[config.mk]
export PLATFORM = sky130hd
export DESIGN_NAME = fft_stage_sequencer
export DESIGN_NICKNAME = d
export VERILOG_FILES = /design/src/rtl/fft_stage_sequencer.sv
export SDC_FILE = /design/constraint.sdc
export NUM_CORES = 1
export LEC_CHECK = 0
export CORE_MARGIN = 2
export CORE_UTILIZATION = 35
export CTS_CLUSTER_DIAMETER = 50
export DETAILED_ROUTE_END_ITERATION = 8
export GPL_TIMING_DRIVEN = 0
export HOLD_SLACK_MARGIN = 0.02
export PLACE_DENSITY = 0.65
export SLEW_MARGIN = 20
export SYNTH_ARGS = -nofsm -noshare
export SYNTH_HDL_FRONTEND = slang
export SYNTH_SLANG_ARGS = --single-unit
[constraint.sdc]
create_clock -name clk -period 6.05 [get_ports clk]
set_input_delay 1.21 -clock clk [delete_from_list [all_inputs] [get_ports clk]]
set_output_delay 1.21 -clock clk [all_outputs]
set_load 0.02 [all_outputs]
[src/rtl/fft_stage_sequencer.sv]
// Radix-2 DIT FFT stage/butterfly sequencer: issues operand indices and twiddle addresses,
// draining outstanding write-backs at every stage boundary. Optional macro: FFT_SEQ_INVERSE_EN.
module fft_stage_sequencer #(
    parameter  int unsigned N     = 8,
    parameter  int unsigned OUT_W = 3,
    localparam int unsigned LOG2N = $clog2(N)
) (
    input  logic                     clk,
    input  logic                     rst,
    input  logic                     start,
    input  logic                     abort,
    output logic                     busy,
    output logic                     done,
    output logic                     bf_valid,
    input  logic                     bf_ready,
    output logic [LOG2N-1:0]         idx_a,
    output logic [LOG2N-1:0]         idx_b,
    output logic [LOG2N-2:0]         tw_addr,
    output logic [$clog2(LOG2N)-1:0] stage,
    input  logic                     wb_done
`ifdef FFT_SEQ_INVERSE_EN
    ,
    input  logic                     inverse,
    output logic                     tw_conj
`endif
);

    localparam int unsigned SW  = $clog2(LOG2N);
    localparam int unsigned KW  = LOG2N - 1;
    localparam int unsigned TWW = LOG2N - 1;
    localparam int unsigned AW  = 2 * LOG2N + TWW;

    typedef enum logic [1:0] {IDLE, ISSUE, DRAIN, DONE} state_t;

    state_t             state_q, state_d;
    logic [SW-1:0]      s_q, s_d;
    logic [KW-1:0]      k_q, k_d;
    logic [OUT_W-1:0]   out_q, out_d;
    logic [LOG2N-1:0]   a_q, a_d, b_q, b_d;
    logic [TWW-1:0]     tw_q, tw_d;
    logic               valid_q, valid_d;
    logic               done_q, done_d;
    logic               busy_q, busy_d;
    logic               hs;
    logic               accept;

    // Packed {idx_a, idx_b, tw_addr} for butterfly k of stage s.
    function automatic logic [AW-1:0] bf_addr(input int unsigned s, input int unsigned k);
        int unsigned half, pos, grp, a, b, tw;
        half = 1 << s;
        pos  = k & (half - 1);
        grp  = k >> s;
        a    = grp * 2 * half + pos;
        b    = a + half;
        tw   = pos << (LOG2N - 1 - s);
        return {LOG2N'(a), LOG2N'(b), TWW'(tw)};
    endfunction

    assign hs     = (state_q == ISSUE) && valid_q && bf_ready;
    assign accept = (state_q == IDLE) && start && !abort;

    always_comb begin
        out_d = out_q;
        if (hs && !wb_done)
            out_d = out_q + 1'b1;
        else if (!hs && wb_done && (out_q != '0))
            out_d = out_q - 1'b1;
    end

    always_comb begin
        state_d = state_q;
        s_d     = s_q;
        k_d     = k_q;
        a_d     = a_q;
        b_d     = b_q;
        tw_d    = tw_q;
        valid_d = valid_q;
        done_d  = 1'b0;
        unique case (state_q)
            IDLE: begin
                if (accept) begin
                    state_d           = ISSUE;
                    s_d               = '0;
                    k_d               = '0;
                    valid_d           = 1'b1;
                    {a_d, b_d, tw_d}  = bf_addr(0, 0);
                end
            end
            ISSUE: begin
                if (hs) begin
                    if (k_q == KW'(N / 2 - 1)) begin
                        state_d = DRAIN;
                        valid_d = 1'b0;
                    end else begin
                        k_d              = k_q + 1'b1;
                        {a_d, b_d, tw_d} = bf_addr(32'(s_q), 32'(k_q) + 1);
                    end
                end
            end
            DRAIN: begin
                // A write-back landing this very cycle already counts as drained.
                if (out_d == '0) begin
                    if (s_q == SW'(LOG2N - 1)) begin
                        state_d = DONE;
                        done_d  = 1'b1;
                    end else begin
                        state_d          = ISSUE;
                        s_d              = s_q + 1'b1;
                        k_d              = '0;
                        valid_d          = 1'b1;
                        {a_d, b_d, tw_d} = bf_addr(32'(s_q) + 1, 0);
                    end
                end
            end
            DONE: begin
                state_d = IDLE;
                s_d     = '0;
                k_d     = '0;
                a_d     = '0;
                b_d     = '0;
                tw_d    = '0;
            end
            default: state_d = IDLE;
        endcase
        if (abort) begin
            state_d = IDLE;
            s_d     = '0;
            k_d     = '0;
            a_d     = '0;
            b_d     = '0;
            tw_d    = '0;
            valid_d = 1'b0;
            done_d  = 1'b0;
        end
        busy_d = (state_d != IDLE);
    end

    always_ff @(posedge clk or posedge rst) begin
        if (rst) begin
            state_q <= IDLE;
            s_q     <= '0;
            k_q     <= '0;
            out_q   <= '0;
            a_q     <= '0;
            b_q     <= '0;
            tw_q    <= '0;
            valid_q <= 1'b0;
            done_q  <= 1'b0;
            busy_q  <= 1'b0;
        end else begin
            state_q <= state_d;
            s_q     <= s_d;
            k_q     <= k_d;
            out_q   <= abort ? '0 : out_d;
            a_q     <= a_d;
            b_q     <= b_d;
            tw_q    <= tw_d;
            valid_q <= valid_d;
            done_q  <= done_d;
            busy_q  <= busy_d;
        end
    end

    assign busy     = busy_q;
    assign done     = done_q;
    assign bf_valid = valid_q;
    assign idx_a    = a_q;
    assign idx_b    = b_q;
    assign tw_addr  = tw_q;
    assign stage    = s_q;

`ifdef FFT_SEQ_INVERSE_EN
    logic conj_q;

    always_ff @(posedge clk or posedge rst) begin
        if (rst)
            conj_q <= 1'b0;
        else if (accept)
            conj_q <= inverse;
    end

    assign tw_conj = conj_q;
`endif

endmodule
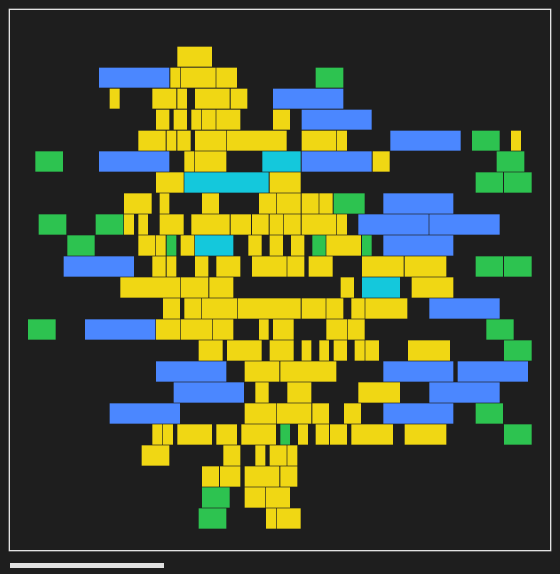
**Above:** placement by cell class.
Scale bar: 20 microns.
[other buffers and delay cells] green | cells: 23
[all other logic] yellow | cells: 122
[flops] blue | cells: 20
[clock drivers and dummy loads] cyan | cells: 4

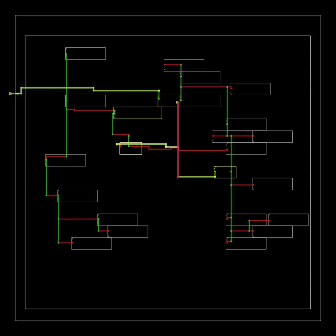
**Above:** clock wiring as the flow saved it.
FF+latch count: 20
Clk power: 135 uW
clock buf count: 3

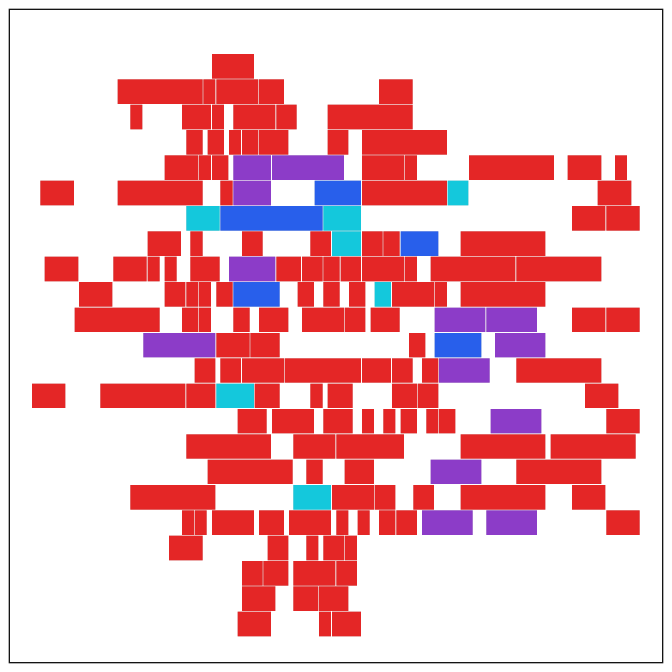
**Above:** drive-strength map.
[drive 2] cyan | cells: 7 | share: 4.1% | most used: mux2_2
[drive 6 and up] blue | cells: 5 | share: 3.0% | most used: clkbuf_8
[drive 1 or less] red | cells: 144 | share: 85% | most used: dfrtp_1
[drive 3 to 4] purple | cells: 13 | share: 7.7% | most used: mux2_4
setup ws final: 2520 ps
Non-clock buffers: 23

==> impl_metrics.tcl <==
# place-and-route summary
set metrics [dict create \
    ios 19 \
    critPathRequiredTime_ps 6200 \
    area_dominant_class "multi-input combinational cells" \
    stdcell_count 219 \
    io_buffers 18 \
    power.switching_uw 147 \
    route.met2.wl_microns 1560 \
    yosys_warnings 1 \
    fin_crit_sh_pct 58.3 \
    grt_pass1_vias 1152 \
    finalSetupViolCount 0 \
    grt_max_degree 21 \
    layout.non_clock_inverters 9 \
    hold_buffers 0 \
    p_seq_uw 160 \
    use_met3_pct 3.17 \
    critical_path.top_delay_family "simple AND/OR/NAND/NOR gates" \
    path_clk_slew_ps 70 \
    drc_errors 0 \
    crit_buf_inv 1 \
    yosys-stat-area_sq_um 1520 \
    use_met2_pct 23.5 \
    drv_cap 0 \
    final_hold_viol_count 0 \
    top_logic_kind "simple AND/OR/NAND/NOR gates" \
    tightest_slew_ps 771 \
    max_slew_margin_pct 48.6 \
    hold_path_depth 1 \
    edf_count 0 \
    gp_congestion 0.771 \
    track_usage_pct 13.6 \
    setup-tns-final_ps 0 \
    slowest_delay_ps 560 \
    ir_drop_uv 114 \
    nMultiInputCombCells 113 \
    wl_met1_microns 1440 \
    top_area_share_pct 32.9 \
    topCellsByArea "dfrtp_1 33%, ha_1 12%, mux2_4 7.9%" \
    cts_buffers 3 \
    critPathLaunchType "primary input" \
    tapCellCount 50 \
    seqPwrFrac_pct 33.7 \
    reg2reg_from "stage[0]$_DFFE_PP0P_" \
    dp_slack_ps 2280 \
    crit_cells 8 \
    warnings 35 \
    use_met1_pct 17.7 \
    cp_max_fo 5 \
    routed_wl_microns 3180 \
    cts_setup_buffers 0 \
    synth_top_cell_by_count "dfrtp_1" \
    min-delay-start "tw_addr[0]$_DFFE_PP0P_" \
    period_minus_slack_ps 3530 \
    initCoreUtil_pct 37.3 \
    stdcell_area_sq_um 1840 \
    final_cell_mix "20 x dfrtp_1, 18 x clkdlybuf4s50_1, 14 x ha_1, 9 x inv_1" \
    chip_area_sq_um 4890 \
    leakagePower_uw 0.000799 \
    dr_wl_met3_microns 166 \
    combGateArea_sq_um 961 \
    dieWidth_microns 70.0 \
    rsz0062_at_grt "no" \
    avgSynthCellArea_sq_um 10.4 \
    top_layer_used "met4" \
    drive_gt1_share_pct 14.8 \
    bufAreaShareNonClock_pct 11.3 \
    status "finished clean" \
    r2r_setup_slack_ps 2960 \
    sh_seq_area_pct 27.2 \
    cts_root_buffer "clkbuf_8" \
    synth_cells 147 \
    common_cells "20 x dfrtp_1, 14 x ha_1, 9 x inv_1" \
    antennaDiodeCount 0 \
    grt_overflow_total 0 \
    cts.sink_count 20 \
    vias 1170 \
    wire_per_inst_microns 14.5 \
    total_power_uw 475 \
    slew_viol_final 0 \
    critPathCapture "busy$_DFF_PP0_" \
    clk_share_pct 3.88 \
    ys_sh_xor_pct 4.93 \
    post_cts_resized 0 \
    worstRegToRegCells 11 \
    timing.rr.end "idx_b[2]$_DFFE_PP0P_" \
    ys_sh_adder_pct 12.8 \
    synth.distinct_cells 50 \
    combPwrFrac_pct 37.9 \
    cts_tree "done" \
    placed_area_sq_um 1770 \
    seq_area_frac_synth_pct 32.9 \
    ys.flop_type "dfrtp_1" \
    viasPerCell 5.34 \
    h-tree-depth 1 \
    synthMuxAreaShare_pct 10.8 \
    ys_ff 20 \
    synthSimpleGateAreaFrac_pct 19.9 \
    critPathCaptureType "flip-flop" \
    netlist_area_sq_um 1520 \
    grt_antenna_before_repair 0 \
    synthToLayoutAreaGrowth_pct 20.6 \
    clockBufferDepth 2 \
    fin_util_pct 44.9 \
    drtPass1Iterations 5 \
    hold_class "flip-flop to flip-flop" \
    synth_area_leader_cell "dfrtp_1" \
    min_to "tw_addr[0]$_DFFE_PP0P_" \
    fillers 385 \
    synthesis.nets 168 \
    layout.nets 191 \
    register_area_sq_um 500 \
    die_h_microns 70.0 \
    drt_iter0_markers 50 \
]
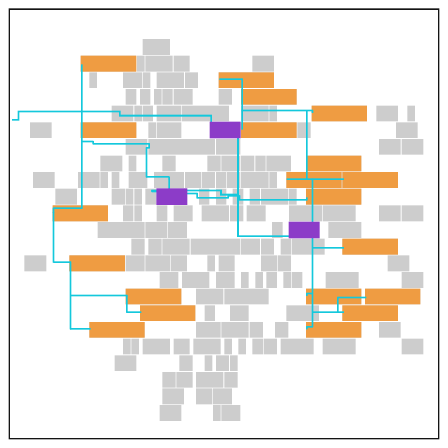
**Above:** clock wires, drivers and flops.
[cells driving clock nets] purple | count: 3
[clock wires] cyan | length: 284 microns
[flip-flops] orange | count: 20
routed clock nets: 4
power share of the clock group: 28.5%
clk_lat worst skew: 270 ps
Max Clock Skew: 6.14 ps

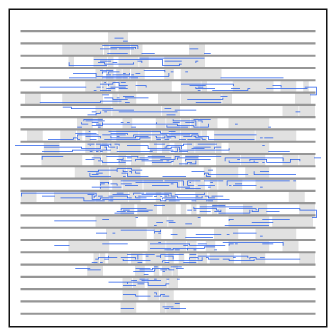
**Above:** met1 routing.
Supply wires on this layer in gray. Cells faint in the background.
share of all routed wire: 45%
wire length on this layer: 1440 microns
main direction: horizontal

Power figures rest on the tool's default switching activity, not on a simulated workload.
